===== src/rtl/rescale_ctrl_pkg.sv =====
// Shared definitions for the coprocessor control blocks: FSM state encodings,
// rescale pipeline latency and a small population-count helper.
package rescale_ctrl_pkg;

  localparam int unsigned RESCALE_LATENCY = 4;

  typedef enum logic [1:0] {
    StIdle   = 2'd0,
    StActive = 2'd1,
    StDrain  = 2'd2
  } ctrl_state_e;

  function automatic logic [2:0] pipe_popcount(input logic [RESCALE_LATENCY-1:0] v);
    logic [2:0] n;
    n = '0;
    for (int i = 0; i < RESCALE_LATENCY; i++) begin
      n = n + {2'b00, v[i]};
    end
    return n;
  endfunction

endpackage


===== src/rtl/rescale.sv =====
// Four-stage rescale datapath: arithmetic right shift, then signed saturation
// against the head bit. Data registers are intentionally not reset.
module rescale #(
  parameter int unsigned NUM_WIDTH = 33,
  parameter int unsigned IMG_WIDTH = 16
) (
  input  logic                 clk,
  input  logic [NUM_WIDTH-1:0] i_data,
  input  logic [7:0]           i_shift,
  input  logic [7:0]           i_head,
  output logic [IMG_WIDTH-1:0] o_data
);

  localparam logic [IMG_WIDTH-1:0] SatMax = {1'b0, {(IMG_WIDTH-1){1'b1}}};
  localparam logic [IMG_WIDTH-1:0] SatMin = {1'b1, {(IMG_WIDTH-1){1'b0}}};

  logic signed [NUM_WIDTH-1:0] r_in;
  logic signed [NUM_WIDTH-1:0] r_sh;
  logic        [IMG_WIDTH-1:0] r_val;
  logic                        r_ovf;
  logic                        r_neg;
  logic        [IMG_WIDTH-1:0] r_out;

  logic signed [NUM_WIDTH-1:0] w_hi;
  logic                        w_ovf;

  // Fits iff every bit from the head upward equals the sign bit.
  always_comb begin
    w_hi  = r_sh >>> i_head;
    w_ovf = (w_hi != '0) && (w_hi != '1);
  end

  always_ff @(posedge clk) begin
    r_in  <= i_data;
    r_sh  <= r_in >>> i_shift;
    r_val <= r_sh[IMG_WIDTH-1:0];
    r_ovf <= w_ovf;
    r_neg <= r_sh[NUM_WIDTH-1];
    r_out <= r_ovf ? (r_neg ? SatMin : SatMax) : r_val;
  end

  assign o_data = r_out;

endmodule


===== src/rtl/rescale_ctrl.sv =====
// Job controller around the rescale pipeline: descriptor FSM, credit-based
// input flow control and an output FIFO that can always absorb in-flight words.
module rescale_ctrl
  import rescale_ctrl_pkg::*;
#(
  parameter int unsigned NUM_WIDTH  = 33,
  parameter int unsigned IMG_WIDTH  = 16,
  parameter int unsigned FIFO_DEPTH = 8,
  parameter int unsigned CNT_WIDTH  = 16
) (
  input  logic                 clk,
  input  logic                 rst,
  input  logic                 cfg_valid,
  output logic                 cfg_ready,
  input  logic [7:0]           cfg_shift,
  input  logic [7:0]           cfg_head,
  input  logic [CNT_WIDTH-1:0] cfg_count,
  input  logic [NUM_WIDTH-1:0] up_data,
  input  logic                 up_valid,
  output logic                 up_ready,
  output logic [IMG_WIDTH-1:0] dn_data,
  output logic                 dn_valid,
  input  logic                 dn_ready,
  output logic                 busy,
  output logic                 done
);

  localparam int unsigned AW = $clog2(FIFO_DEPTH);
  localparam int unsigned CW = AW + 2;
  localparam logic [CW-1:0] DepthC = CW'(FIFO_DEPTH);

  ctrl_state_e r_state, w_state_d;

  logic [7:0]                 r_shift;
  logic [7:0]                 r_head;
  logic [CNT_WIDTH-1:0]       r_remaining;
  logic [RESCALE_LATENCY-1:0] r_vpipe;
  logic [IMG_WIDTH-1:0]       r_mem [FIFO_DEPTH];
  logic [AW-1:0]              r_wptr;
  logic [AW-1:0]              r_rptr;
  logic [AW:0]                r_count;
  logic                       r_zero_done;

  logic                 w_cfg_fire;
  logic                 w_up_fire;
  logic                 w_push;
  logic                 w_pop;
  logic [2:0]           w_inflight;
  logic [CW-1:0]        w_occupancy;
  logic                 w_drain_exit;
  logic [IMG_WIDTH-1:0] w_rs_data;

  rescale #(
    .NUM_WIDTH(NUM_WIDTH),
    .IMG_WIDTH(IMG_WIDTH)
  ) u_rescale (
    .clk    (clk),
    .i_data (up_data),
    .i_shift(r_shift),
    .i_head (r_head),
    .o_data (w_rs_data)
  );

  // Words in the pipe already own a FIFO slot, so they count against the credit.
  assign w_inflight  = pipe_popcount(r_vpipe);
  assign w_occupancy = {1'b0, r_count} + CW'(w_inflight);

  assign cfg_ready  = (r_state == StIdle);
  assign busy       = (r_state != StIdle);
  assign up_ready   = (r_state == StActive) && (r_remaining != '0) && (w_occupancy < DepthC);
  assign w_cfg_fire = cfg_valid && cfg_ready;
  assign w_up_fire  = up_valid && up_ready;
  assign w_push     = r_vpipe[RESCALE_LATENCY-1];
  assign dn_valid   = (r_count != '0);
  assign w_pop      = dn_valid && dn_ready;
  assign dn_data    = r_mem[r_rptr];
  assign done       = w_drain_exit || r_zero_done;

  always_comb begin
    w_state_d    = r_state;
    w_drain_exit = 1'b0;
    unique case (r_state)
      StIdle: begin
        if (w_cfg_fire && (cfg_count != '0)) w_state_d = StActive;
      end
      StActive: begin
        if (w_up_fire && (r_remaining == CNT_WIDTH'(1))) w_state_d = StDrain;
      end
      StDrain: begin
        if ((w_inflight == 3'd0) && (r_count == '0)) begin
          w_state_d    = StIdle;
          w_drain_exit = 1'b1;
        end
      end
      default: w_state_d = StIdle;
    endcase
  end

  always_ff @(posedge clk or posedge rst) begin
    if (rst) begin
      r_state     <= StIdle;
      r_shift     <= '0;
      r_head      <= '0;
      r_remaining <= '0;
      r_vpipe     <= '0;
      r_wptr      <= '0;
      r_rptr      <= '0;
      r_count     <= '0;
      r_zero_done <= 1'b0;
    end else begin
      r_state     <= w_state_d;
      r_zero_done <= w_cfg_fire && (cfg_count == '0);
      if (w_cfg_fire) begin
        r_shift     <= cfg_shift;
        r_head      <= cfg_head;
        r_remaining <= cfg_count;
      end else if (w_up_fire) begin
        r_remaining <= r_remaining - CNT_WIDTH'(1);
      end
      r_vpipe <= {r_vpipe[RESCALE_LATENCY-2:0], w_up_fire};
      if (w_push) r_wptr <= r_wptr + AW'(1);
      if (w_pop)  r_rptr <= r_rptr + AW'(1);
      case ({w_push, w_pop})
        2'b10:   r_count <= r_count + (AW+1)'(1);
        2'b01:   r_count <= r_count - (AW+1)'(1);
        default: r_count <= r_count;
      endcase
    end
  end

  always_ff @(posedge clk) begin
    if (w_push) r_mem[r_wptr] <= w_rs_data;
  end

endmodule


===== config.mk =====
export PLATFORM = sky130hd
export DESIGN_NAME = rescale_ctrl
export DESIGN_NICKNAME = d
export VERILOG_FILES = /design/src/rtl/rescale_ctrl_pkg.sv /design/src/rtl/rescale.sv /design/src/rtl/rescale_ctrl.sv
export SDC_FILE = /design/constraint.sdc
export NUM_CORES = 1
export LEC_CHECK = 0
export ABC_CLOCK_PERIOD_IN_PS = 4210
export CORE_ASPECT_RATIO = 1.2
export CORE_MARGIN = 2
export CORE_UTILIZATION = 55
export CTS_BUF_LIST = sky130_fd_sc_hd__clkbuf_4 sky130_fd_sc_hd__clkbuf_8
export CTS_CLUSTER_SIZE = 12
export DETAILED_ROUTE_END_ITERATION = 12
export MAX_ROUTING_LAYER = met4
export PLACE_DENSITY = 0.78
export SKIP_LAST_GASP = 1
export SYNTH_ARGS = -nofsm -noshare
export SYNTH_HDL_FRONTEND = slang
export SYNTH_SLANG_ARGS = --single-unit

===== constraint.sdc =====
create_clock -name clk -period 4.21 [get_ports clk]
set_input_delay 0.842 -clock clk [delete_from_list [all_inputs] [get_ports clk]]
set_output_delay 0.842 -clock clk [all_outputs]
set_load 0.05 [all_outputs]

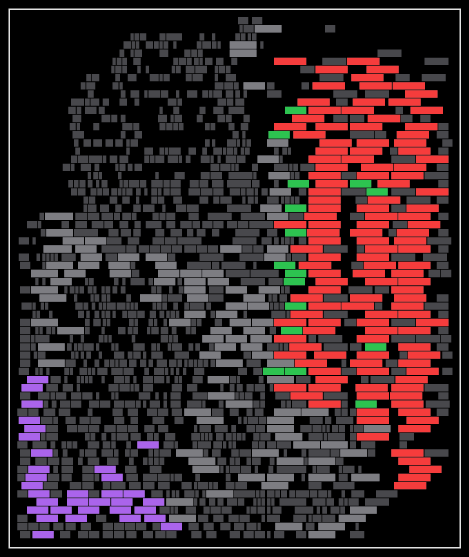
Figure 1: sequential cells grouped by signal name.
(3 px per um) Other sequential cells in the stronger grey, the rest of the logic in the fainter grey.
colour	name in the netlist	placed flops
purple	u_rescale.r_in	33
red	r_mem	128
green	u_rescale.o_data	16

==> results.txt <==
status -> complete, no violations
vias in the first global route -> 9957
HP Class -> flip-flop to flip-flop
Port Buf Inserts -> 90
DRC -> 0
FF+latch area -> 7076 sq um
final setup vio count -> 0
row count -> 64
sequential power -> 4.58 mW
crit-path max FO -> 2
chip height -> 179.0 um
Layout area overhead -> 14.01%
reg2reg start -> r_vpipe[0]
number of enable flip-flop cells -> 128
largest power group -> combinational cells
vias per inst -> 6.063
Reg with most FFs -> r_mem
MI comb cells -> 829
Switch Pwr -> 5.344 mW
Synth Cell Area -> 14030 sq um
largest net degree at the start of global routing -> 47
floorplan core density -> 55.44%
Fin. Hold Viols -> 0
maxcap violations -> 0
top cells by count, synth -> edfxtp_1 (128), o21ai_0 (121), nand2_1 (113)
GRT met1 Usage -> 30.35%
Top cells excl fill/tap -> edfxtp_1 (128), o21ai_0 (121), nand2_1 (113)
final instance area -> 16000 sq um
CP required -> 3.37 ns
Clk pin slew, worst setup/hold paths -> 0.06 ns
RSZ-0062 raised after global routing -> false
and-or/or-and share of the synthesized area -> 12.31%
critical path class -> flip-flop to output pin
Clk network pwr share -> 16.1%
Setup TNS -> 0 ns
die area -> 26810 sq um
Non-clk bufs -> 112
Multi-input gate area -> 6466 sq um
post_cts resized -> 0
Root Driver -> clkbuf_8
Pre-Repair DR Iteration Count -> 5
logic share of the area -> 40.43%
aggregate global routing overflow -> 0
Power Clock -> 2.06 mW
Routed WL -> 32310 um
CP arrival -> 3.19 ns
Max IR drop VDD -> 0.4035 mV
ClkCell Share -> 4.975%
H-tree depth -> 2
yosys adder share -> 1.266%
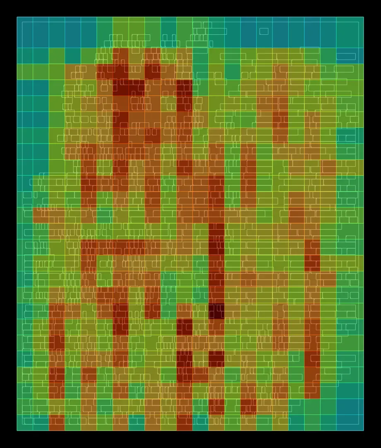
Figure 2: routing congestion map.
grt peak-use layer: met2
Routed wire per std cell: 19.44 um
fin util: 63.21%
GRT met2 Usage: 44.60%
met3 GRT Util: 2.824%

Power and IR drop assume default switching activity.
